--- src/rtl/alu_pkg.sv ---
// Shared ALU/MDU definitions: SELECT op codes, MDU state encoding, op-class helper.
// Latency: n/a (declarations only).
// Backpressure: n/a.
package alu_pkg;

    // 5-bit SELECT encoding shared by the single-cycle ALU and the MDU
    localparam logic [4:0] ALU_ADD    = 5'b00000;
    localparam logic [4:0] ALU_SUB    = 5'b00001;
    localparam logic [4:0] ALU_AND    = 5'b00010;
    localparam logic [4:0] ALU_OR     = 5'b00011;
    localparam logic [4:0] ALU_XOR    = 5'b00100;
    localparam logic [4:0] ALU_SLL    = 5'b00101;
    localparam logic [4:0] ALU_SLT    = 5'b00110;
    localparam logic [4:0] ALU_SLTU   = 5'b00111;
    localparam logic [4:0] ALU_MUL    = 5'b01000;
    localparam logic [4:0] ALU_MULH   = 5'b01001;
    localparam logic [4:0] ALU_MULHU  = 5'b01010;
    localparam logic [4:0] ALU_MULHSU = 5'b01011;
    localparam logic [4:0] ALU_DIV    = 5'b01100;
    localparam logic [4:0] ALU_DIVU   = 5'b01101;
    localparam logic [4:0] ALU_REM    = 5'b01110;
    localparam logic [4:0] ALU_REMU   = 5'b01111;

    typedef enum logic [1:0] {
        IDLE    = 2'd0,
        RUN_MUL = 2'd1,
        RUN_DIV = 2'd2,
        FIN     = 2'd3
    } mdu_state_t;

    function automatic logic is_muldiv(input logic [4:0] sel);
        return (sel >= ALU_MUL) && (sel <= ALU_REMU);
    endfunction

endpackage

--- src/rtl/mdu_step.sv ---
// One iteration of the MDU datapath: shift-add multiply step or restoring divide step.
// Latency: purely combinational.
// Backpressure: none; the sequencer decides when acc_out is captured.
// Ports: div selects the divide step; acc_in/acc_out is the 2*XLEN working register,
//        opnd is the multiplicand (multiply) or divisor (divide).
module mdu_step #(
    parameter int XLEN = 32
) (
    input  logic                div,
    input  logic [2*XLEN-1:0]   acc_in,
    input  logic [XLEN-1:0]     opnd,
    output logic [2*XLEN-1:0]   acc_out
);

    logic [XLEN:0]   sum;
    logic [XLEN:0]   trial;
    logic [XLEN-1:0] diff;
    logic            ge;

    always_comb begin
        // Multiply: acc = {partial high, remaining multiplier bits}; add on LSB, shift right
        sum   = {1'b0, acc_in[2*XLEN-1:XLEN]} + (acc_in[0] ? {1'b0, opnd} : '0);
        // Divide: acc = {remainder, dividend/quotient}; shift next dividend bit into remainder
        trial = acc_in[2*XLEN-1:XLEN-1];
        ge    = trial >= {1'b0, opnd};
        // When ge the true difference is < opnd, so the low XLEN bits are exact
        diff  = trial[XLEN-1:0] - opnd;
        if (div) begin
            acc_out = {(ge ? diff : trial[XLEN-1:0]), acc_in[XLEN-2:0], ge};
        end else begin
            acc_out = {sum, acc_in[XLEN-1:1]};
        end
    end

endmodule

--- src/rtl/mdu_sequencer.sv ---
// Multi-cycle MUL/MULH*/DIV*/REM* unit: 32-step shift-add multiplier and restoring divider.
// Latency: DONE in the cycle after START edge + XLEN; divide-by-zero/overflow one cycle after START.
// Backpressure: BUSY high while iterating; START ignored outside IDLE; FLUSH aborts without DONE.
// Ports: CLK/RESET_N clock and async active-low reset; START/SELECT/DATA1/DATA2 request;
//        FLUSH abort; BUSY/DONE status (registered); RESULT held until the next DONE.
module mdu_sequencer
    import alu_pkg::*;
#(
    parameter int XLEN  = 32,
    parameter int CNT_W = 5
) (
    input  logic            CLK,
    input  logic            RESET_N,
    input  logic            START,
    input  logic [4:0]      SELECT,
    input  logic [XLEN-1:0] DATA1,
    input  logic [XLEN-1:0] DATA2,
    input  logic            FLUSH,
    output logic            BUSY,
    output logic            DONE,
    output logic [XLEN-1:0] RESULT
);

    mdu_state_t        state, state_nxt;
    logic [CNT_W-1:0]  cnt;
    logic [2*XLEN-1:0] acc, step_acc;
    logic [XLEN-1:0]   opnd;
    logic [2:0]        op;
    logic              neg;
    logic              busy_nxt, done_nxt;

    // ---------------- request decode (IDLE only) ----------------
    logic            req, sgn1, sgn2, div_zero, ovf, special, last_step;
    logic [XLEN-1:0] mag1, mag2, special_val, fin_val;

    assign req  = START && is_muldiv(SELECT);
    assign sgn1 = ((SELECT == ALU_MULH) || (SELECT == ALU_MULHSU) ||
                   (SELECT == ALU_DIV)  || (SELECT == ALU_REM)) && DATA1[XLEN-1];
    assign sgn2 = ((SELECT == ALU_MULH) || (SELECT == ALU_DIV) ||
                   (SELECT == ALU_REM)) && DATA2[XLEN-1];
    assign mag1 = sgn1 ? -DATA1 : DATA1;
    assign mag2 = sgn2 ? -DATA2 : DATA2;

    assign div_zero = SELECT[2] && (DATA2 == '0);
    assign ovf      = ((SELECT == ALU_DIV) || (SELECT == ALU_REM)) &&
                      (DATA1 == {1'b1, {(XLEN-1){1'b0}}}) && (&DATA2);
    assign special  = div_zero || ovf;
    // SELECT[1] distinguishes REM* from DIV* within the divide class
    assign special_val = div_zero ? (SELECT[1] ? DATA1 : '1)
                                  : (SELECT[1] ? '0 : {1'b1, {(XLEN-1){1'b0}}});

    assign last_step = (cnt == CNT_W'(XLEN-1));

    // ---------------- datapath step ----------------
    mdu_step #(.XLEN(XLEN)) u_step (
        .div     (state == RUN_DIV),
        .acc_in  (acc),
        .opnd    (opnd),
        .acc_out (step_acc)
    );

    // Sign fix: negate the full product for MULH*, the selected word for DIV*/REM*
    logic [2*XLEN-1:0] prod_fix;
    logic [XLEN-1:0]   quo, rmd;
    always_comb begin
        prod_fix = neg ? -step_acc : step_acc;
        quo      = step_acc[XLEN-1:0];
        rmd      = step_acc[2*XLEN-1:XLEN];
        if (op[2]) begin
            fin_val = op[1] ? (neg ? -rmd : rmd) : (neg ? -quo : quo);
        end else begin
            fin_val = (op[1:0] == 2'b00) ? prod_fix[XLEN-1:0] : prod_fix[2*XLEN-1:XLEN];
        end
    end

    // ---------------- FSM: state register ----------------
    always_ff @(posedge CLK or negedge RESET_N) begin
        if (!RESET_N) begin
            state <= IDLE;
            BUSY  <= 1'b0;
            DONE  <= 1'b0;
        end else begin
            state <= state_nxt;
            BUSY  <= busy_nxt;
            DONE  <= done_nxt;
        end
    end

    // ---------------- FSM: next state ----------------
    always_comb begin
        state_nxt = state;
        case (state)
            IDLE: begin
                if (req) begin
                    if (special)        state_nxt = FIN;
                    else if (SELECT[2]) state_nxt = RUN_DIV;
                    else                state_nxt = RUN_MUL;
                end
            end
            RUN_MUL, RUN_DIV: if (last_step) state_nxt = FIN;
            FIN:     state_nxt = IDLE;
            default: state_nxt = IDLE;
        endcase
        if (FLUSH) state_nxt = IDLE;
    end

    // ---------------- FSM: outputs (registered from next state) ----------------
    always_comb begin
        busy_nxt = (state_nxt == RUN_MUL) || (state_nxt == RUN_DIV);
        done_nxt = (state_nxt == FIN);
    end

    // ---------------- datapath registers ----------------
    always_ff @(posedge CLK or negedge RESET_N) begin
        if (!RESET_N) begin
            cnt    <= '0;
            acc    <= '0;
            opnd   <= '0;
            op     <= '0;
            neg    <= 1'b0;
            RESULT <= '0;
        end else if (!FLUSH) begin
            case (state)
                IDLE: begin
                    if (req) begin
                        op  <= SELECT[2:0];
                        // Remainder takes the dividend sign; products/quotients the XOR
                        neg <= (SELECT[2] && SELECT[1]) ? sgn1 : (sgn1 ^ sgn2);
                        cnt <= '0;
                        if (special) begin
                            RESULT <= special_val;
                        end else begin
                            acc  <= {{XLEN{1'b0}}, (SELECT[2] ? mag1 : mag2)};
                            opnd <= SELECT[2] ? mag2 : mag1;
                        end
                    end
                end
                RUN_MUL, RUN_DIV: begin
                    acc <= step_acc;
                    cnt <= cnt + 1'b1;
                    if (last_step) RESULT <= fin_val;
                end
                default: ;
            endcase
        end
    end

endmodule
--- config.mk ---
export PLATFORM = sky130hd
export DESIGN_NAME = mdu_sequencer
export DESIGN_NICKNAME = d
export VERILOG_FILES = /design/src/rtl/alu_pkg.sv /design/src/rtl/mdu_step.sv /design/src/rtl/mdu_sequencer.sv
export SDC_FILE = /design/constraint.sdc
export NUM_CORES = 1
export LEC_CHECK = 0
export CAP_MARGIN = 40
export CORE_AREA = 5 5 178 180
export DETAILED_ROUTE_END_ITERATION = 10
export DIE_AREA = 0 0 183 185
export PLACE_DENSITY = 0.74
export SYNTH_ARGS = -nofsm -noshare
export SYNTH_HDL_FRONTEND = slang
export SYNTH_HIERARCHICAL = 1
export SYNTH_SLANG_ARGS = --single-unit
--- constraint.sdc ---
create_clock -name CLK -period 9.87 [get_ports CLK]
set_input_delay 0.987 -clock CLK [delete_from_list [all_inputs] [get_ports CLK]]
set_output_delay 0.987 -clock CLK [all_outputs]
set_load 0.03 [all_outputs]
**Run 1: clock routing**

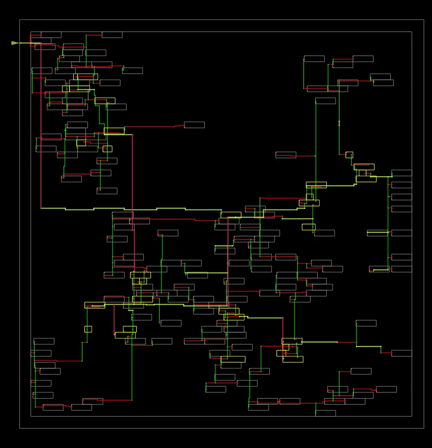
Clock net power: 679 uW
Flop Count: 141

**Run 1: signal wires by layer**

(3 px per um) Two of the layers only.
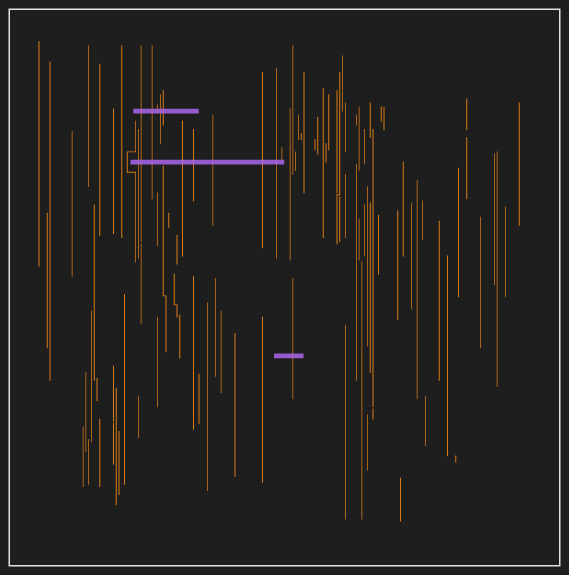
metal 5 -> purple  # wire length 78.2 um
metal 4 -> orange  # wire length 3,440 um
routed len/inst: 25.3 um
overall routing resource usage: 0.374
final WL: 65,300 um
Via Count: 17,900

**Run 1: layout detail**

Window x 127 to 147, y 129 to 149 um. Cells in gray, sequential cells in the stronger gray; small squares are vias.
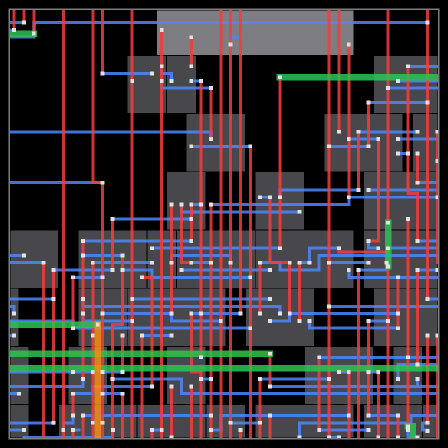
metal 4 -> orange
metal 3 -> green
metal 2 -> red
metal 1 -> blue
cells with their middle in the window = 31
netlist names of flops here include = `acc` (1)
sequential cells in the window = 1
most frequent = nand2_1 (3), xnor2_1 (3), ha_1 (3)

**Run 1: the metal 2 layer**

(2 px per um) Cells faint in the background.
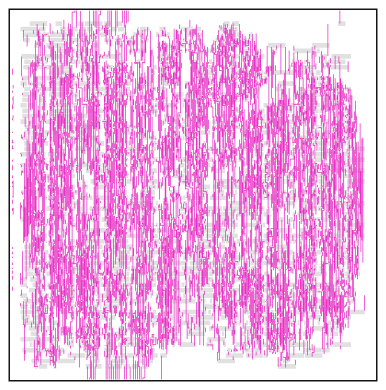
main direction = vertical
longest straight run = 68.8 um
share of all routed wire = 44%
wire length on this layer = 28.9 mm
nets with wire on the layer = 1,956

run 1: how the worst max path moves through the flow:
stage,to,startpoint
after floorplan,RESULT[31],acc[0]
after global placement,RESULT[20],opnd[1]
after detailed placement,RESULT[16],acc[32]
after CTS,RESULT[16],opnd[1]
after global routing,RESULT[16],opnd[1]
final,RESULT[16],opnd[1]
run 1: logic make-up (layout without fill, tap and decap cells):
family                   Yosys count  in the layout  share of synthesized area
other                              0              1                          0
XOR/XNOR                         159            159                     0.0859
flip-flops                       141            141                      0.218
buffers and inverters            251            287                     0.0605
multiplexers                     121            121                     0.0800
AND-OR/OR-AND                    649            649                      0.265
AND/OR/NAND/NOR                  747            747                      0.231
adder cells (fa/ha/maj)           77             77                     0.0604
run 1: cell usage in the layout (no fill, tap or decap), types with 37 or more instances in the layout:
cell	n
a31oi_1	49
a21oi_1	123
and2_1	37
ha_1	73
o31ai_1	37
mux2i_1	62
nor3_1	38
nand3_1	92
nand2_1	175
inv_1	98
or4_1	37
buf_4	43
nor2_1	180
xor2_1	66
clkdlybuf4s50_1	104
a21o_1	41
o21ai_0	168
mux2_2	58
xnor2_1	93
dfrtp_1	140
run 1: metal layers:
| metal | part of all wire | up-vias | track usage |
|---|---|---|---|
| li1 | - | 7972 | - |
| met1 | 0.38 | 8493 | 0.486 |
| met2 | 0.44 | 1229 | 0.590 |
| met3 | 0.12 | 221 | 0.0931 |
| met4 | 0.053 | 6 | 0.171 |
| met5 | 0.0012 | - | 0 |
run 1: where the power goes:
part,switching (mW),internal (mW),leakage (nW)
sequential,0.273,0.831,1.76
clock,0.318,0.361,0.291
combinational,3.79,2.09,5.37
total,4.38,3.28,7.42
run 1: flip-flops by register name, indices dropped and copies added, names as in the netlist:
signal,flops
BUSY,1
DONE,1
RESULT,32
acc,64
cnt,5
neg,1
op,3
opnd,32
state,2
==> results_slide.txt, run 1 <==
Key Metrics from the Run

Layout
  – # nets final: 2,318
  – # diodes: 1
  – Final-layout clock-cell area share: 0.0327
  – Fill cells: around 2,700
  – Final core occ: 0.606
  – Logic share of the area: 0.645

Clock tree
  – Longest Clk Path Bufs: 2
  – CTS Sinks: around 140
  – Post-CTS Setup Inserts: 0

Yosys
  – Unique cell types: about 86
  – Synthesis area per yosys: about 0.016 sq mm
  – Main flop type: dfrtp_1
  – Post-synth area hogs: dfrtp_1 22%, ha_1 5.8%, o21ai_0 5.3%, xnor2_1 5.0%, nor2_1 4.2%

Floorplanning
  – Die height: approximately 190 um
  – Tap cell count: around 400
  – DIE WIDTH: about 180 um

Setup path
  – Req. time, crit path: around 10 ns
  – Crit. End Element: register
  – Critical path buffer and inverter count: 2
  – R2R setup slack: roughly 3 ns
  – FF-to-FF path depth: 20

STA
  – Fin crit period: a little under 7 ns
  – Endpoints failing setup: 0
  – Top achievable clock speed: about 150 MHz

Run
  – Total tool warning count: 29

Status
  – Status: completed

Routing
  – Vias per cell: 6.95

Global routing
  – Vias in the first global route: approximately 17,000

Place
  – Port Buffers: roughly 110
**Run 1: I/O nets highlighted**

(2 px per um)
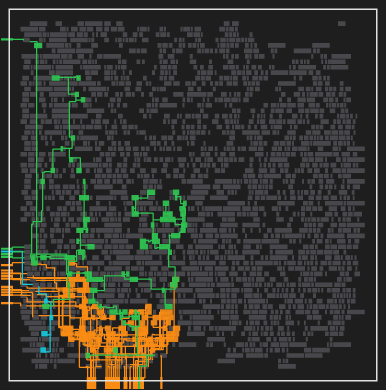

==> run 2: changes to the inputs <==
Clock period 9.87 ns to 6.4 ns, I/O delays scaled along.
**Run 2: I/O nets highlighted**

(2 px per um)
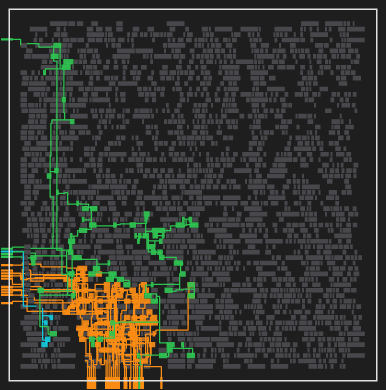
`SELECT` -> green  # bits 5, direction input, end cells 93, wire 929 um
`FLUSH` -> cyan  # bits 1, direction input, end cells 4, wire 66.9 um
`DATA2` -> orange  # bits 32, direction input, end cells 88, wire 2,140 um
Port Buffers: 106
Top-Level Pins: 107

**Run 2: the metal 2 layer**

(2 px per um) Cells faint in the background.
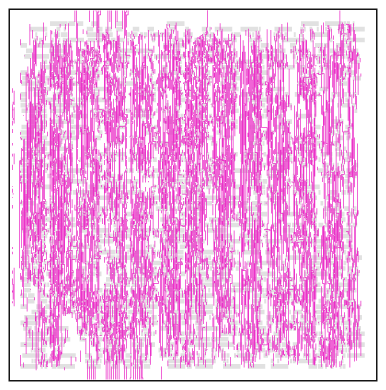
nets with wire on the layer = 1,963
wire length on this layer = 30.2 mm
longest straight run = 64.6 um
main direction = vertical
share of all routed wire = 44%

==> run 2 against run 1 <==
Compared with the run above: sequential share of layout area fell by 0.14 points; largest power group unchanged; clock skew fell by 0.0022 ns; worst hold slack got worse by 0.22 ns; utilization rose by 0.45 points; wire length rose by 5.1%.
==> results_slide.txt, run 2 <==
Key Metrics from the Run

Yosys
  – Unique cell types: 86 (unchanged)
  – Post-synth area hogs: dfrtp_1 22%, ha_1 5.8%, o21ai_0 5.3%, xnor2_1 5.0%, nor2_1 4.2%

Routing
  – Via Count: 18,100 (+1.2%)
  – Final WL: 68,600 um (+5.1%)
  – Vias per cell: 6.98 (+0.43%)

Layout
  – Dominant logic cell types in the final layout: 180 x nor2_1, 175 x nand2_1, 171 x o21ai_0
  – # nets final: 2,338 (+0.86%)
  – Max reg flops: 64 (unchanged)
  – Largest registers: acc (64), RESULT (32), opnd (32)

Clock tree
  – Post-CTS Setup Inserts: 0 (unchanged)
  – Longest Clk Path Bufs: 2 (unchanged)

Setup path
  – CP Capture Point: RESULT[28]
  – R2R setup slack: 0.40 ns (-2.64 ns)
  – Crit. End Element: register
  – Req. time, crit path: 6.77 ns (-3.42 ns)
  – FF-to-FF path depth: 20 (unchanged)
  – CP startpoint: acc[0]
  – Critical path buffer and inverter count: 1 (-1)

Global routing
  – Vias in the first global route: 16,900 (+1.9%)
  – Overall routing resource usage: 0.396 (+0.0220)

STA
  – Top achievable clock speed: 167 MHz (+14%)
  – Endpoints failing setup: 0 (unchanged)

Floorplanning
  – Die height: 185 um (unchanged)

Status
  – Status: completed

Run
  – Total tool warning count: 29 (unchanged)
**Run 2: layout detail**

Window x 127 to 147, y 129 to 149 um. Cells in gray, sequential cells in the stronger gray; small squares are vias.
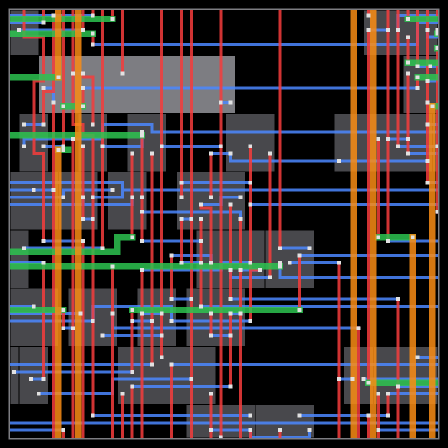
metal 1 -> blue
metal 2 -> red
metal 3 -> green
metal 4 -> orange
netlist names of flops here include = `acc` (1)
sequential cells in the window = 1
cells with their middle in the window = 23
most frequent = nand3_1 (3), ha_1 (3)

-- run 2: cell counts after synthesis --
No cell type changed its count.
-- run 2: routing by layer --
layer | vias to the layer above | GRT usage | part of all wire
met3 | 274 | 0.0945 | 0.11
met1 | 8574 | 0.513 | 0.39
met4 | 2 | 0.189 | 0.061
met2 | 1281 | 0.627 | 0.44
met5 | - | 0 | 0.00019
li1 | 8007 | - | -
-- run 2: layout make-up --
type / count / area [sq um]
Inverter: 101 / 379
Clock inverter: 15 / 164
Antenna cell: 1 / 2.50
Clock buffer: 17 / 425
Multi-Input combinational cell: 1753 / 11700
Sequential cell: 141 / 3530
Timing Repair Buffer: 174 / 1610
Fill cell: 2770 / 11700
Tap cell: 396 / 495
-- run 2: how the worst min path moves through the flow --
stage,slack (ns),cells past startpoint,to
floorplan,0.34,0,BUSY
global placement,0.46,2,cnt[4]
detailed placement,0.47,1,cnt[3]
CTS,0.25,1,acc[55]
global route,0.28,1,acc[55]
finish,0.23,1,acc[55]
-- run 2: power by group --
part / leakage, nW / total (mW) / switching [mW] / internal, mW
Clock: 0.290 / 1.04 / 0.517 / 0.526
Sequential: 1.76 / 1.76 / 0.474 / 1.28
Combinational: 5.46 / 9.22 / 5.93 / 3.28
Total: 7.51 / 12.0 / 6.93 / 5.09
-- run 2: logic make-up after synthesis --
family          share of synthesized area
flops                               0.218
fa+ha+maj                          0.0604
buf+inv                            0.0605
xor+xnor                           0.0859
simple gates                        0.231
mux                                0.0800
compound gates                      0.265
-- run 2: stage by stage --
step	utilization	instance area, sq um	setup slack [ns]	total power [mW]
after CTS	0.611	18300	0.625	11.7
after detailed placement	0.591	17700	0.674	10.6
after floorplan	-	16200	1.23	7.53
after global routing	0.611	18300	0.167	12.6
final	0.611	18300	0.405	12.0
after global placement	0.588	17700	0.720	10.5
Power is estimated from default activity; no workload was simulated.
